Design button_reader, sky130hd; sources not shown.
**Routed metal, one colour a layer**

(4 px per µm)
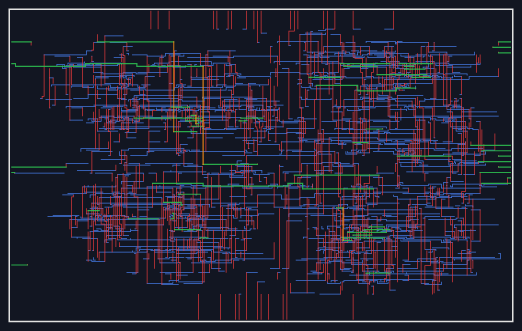
Key: met2 = red [wire length 3700 µm]; met1 = blue [wire length 4230 µm]; met3 = green [wire length 470 µm]; met4 = orange [wire length 57.1 µm]
total routed wirelength: 8450 µm
total routing resource utilization after global routing: 18.1%
average routed wire per standard cell: 13.1 µm

**Clock wiring as the flow saved it**

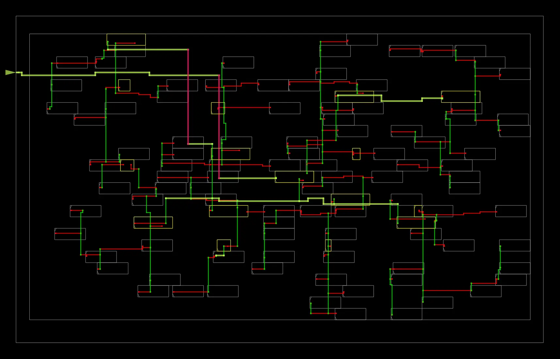
clock buffer count from CTS: 9
tally of clock buffers in the finished layout: 10
Clock net power: 1.43 mW
sinks on the clock net: 96

**Wires at chosen ports, followed through buffers**

(4 px per µm)
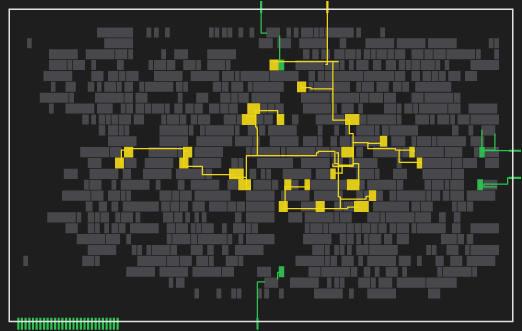
Key: reset = yellow [bits 1, direction input, end cells 24, buffers 3, wire 280 µm]; writedata = green [bits 32, direction input, end cells 4, buffers 4, wire 61.1 µm]
quantity of I/O buffers inserted on ports: 17
number of top-level pins: 74

==> out/summary.rpt <==
================================================================================
Maximum number of pins on one net before global-route repair                  20
Leading cell types by total area after synthesis                    dfxtp_1 (42%), xnor2_1 (6.6%), nor2_1 (6.4%), buf_4 (5.1%), xor2_1 (4.1%)
Fraction of standard cell area in multi-input logic                        46.1%
Switching share of total power                                             21.9%
Synth area leader                                                        dfxtp_1
Area Overhead vs Synth                                                     9.51%
Total setup violations reported at the end of the flow                         0
Cell depth of the worst setup path                                             5
Final period demand of the worst path                                    2.00 ns
Status                                                              finished clean
Layer with the highest usage after global routing                           met2
Number of nets in the layout                                                 584
Final number of max-transition violations                                      0
Commonest cells after routing, fill and taps aside                  dfxtp_1 (96), nor2_1 (78), xnor2_1 (34), nand3_1 (33), inv_1 (30)
Design internal power                                                    2.56 mW
Footprint of the multi-input gates                                      2290 µm²
Routed wl met2                                                           3700 µm
Commonest Layout Cell                                                          dfxtp_1
Antenna viol nets, final                                                       0
Most instantiated flip-flop cell in the synthesis netlist                dfxtp_1
Delay contributed by the slowest stage of the critical path              0.60 ns
Seq. cell area                                                          1920 µm²
Clock transition at the registers of the reported paths                  0.07 ns
Taps Inserted                                                                108
Via count of the first global-routing pass                                  3235
DR vias/cell                                                                5.41
Slowest stage cell on the critical path                                    or4_4
Mux cell area share                                                        1.76%
Sequential-cell power consumption                                        1.75 mW
Synth Area in XOR/XNOR                                                     10.6%
Number of antenna violations at the first check in global routing              0
Non-Clock Inverter Count                                                      30
Placed Instance Area                                                    4700 µm²
Switching power                                                         0.715 mW
Max-cap viol count                                                             0
Worst-skew pair later-pin latency                                        0.34 ns
Min setup slack post-route                                              0.203 ns
Total core area                                                         8100 µm²
Count of instantiated cells in the yosys netlist                             515
Clock power frac                                                           43.7%
Slew of the pin with the lowest slew margin                             0.580 ns
DRC Markers                                                                    0
Internal reg-to-reg setup slack                                          0.20 ns
================================================================================
Power and IR drop assume default switching activity.
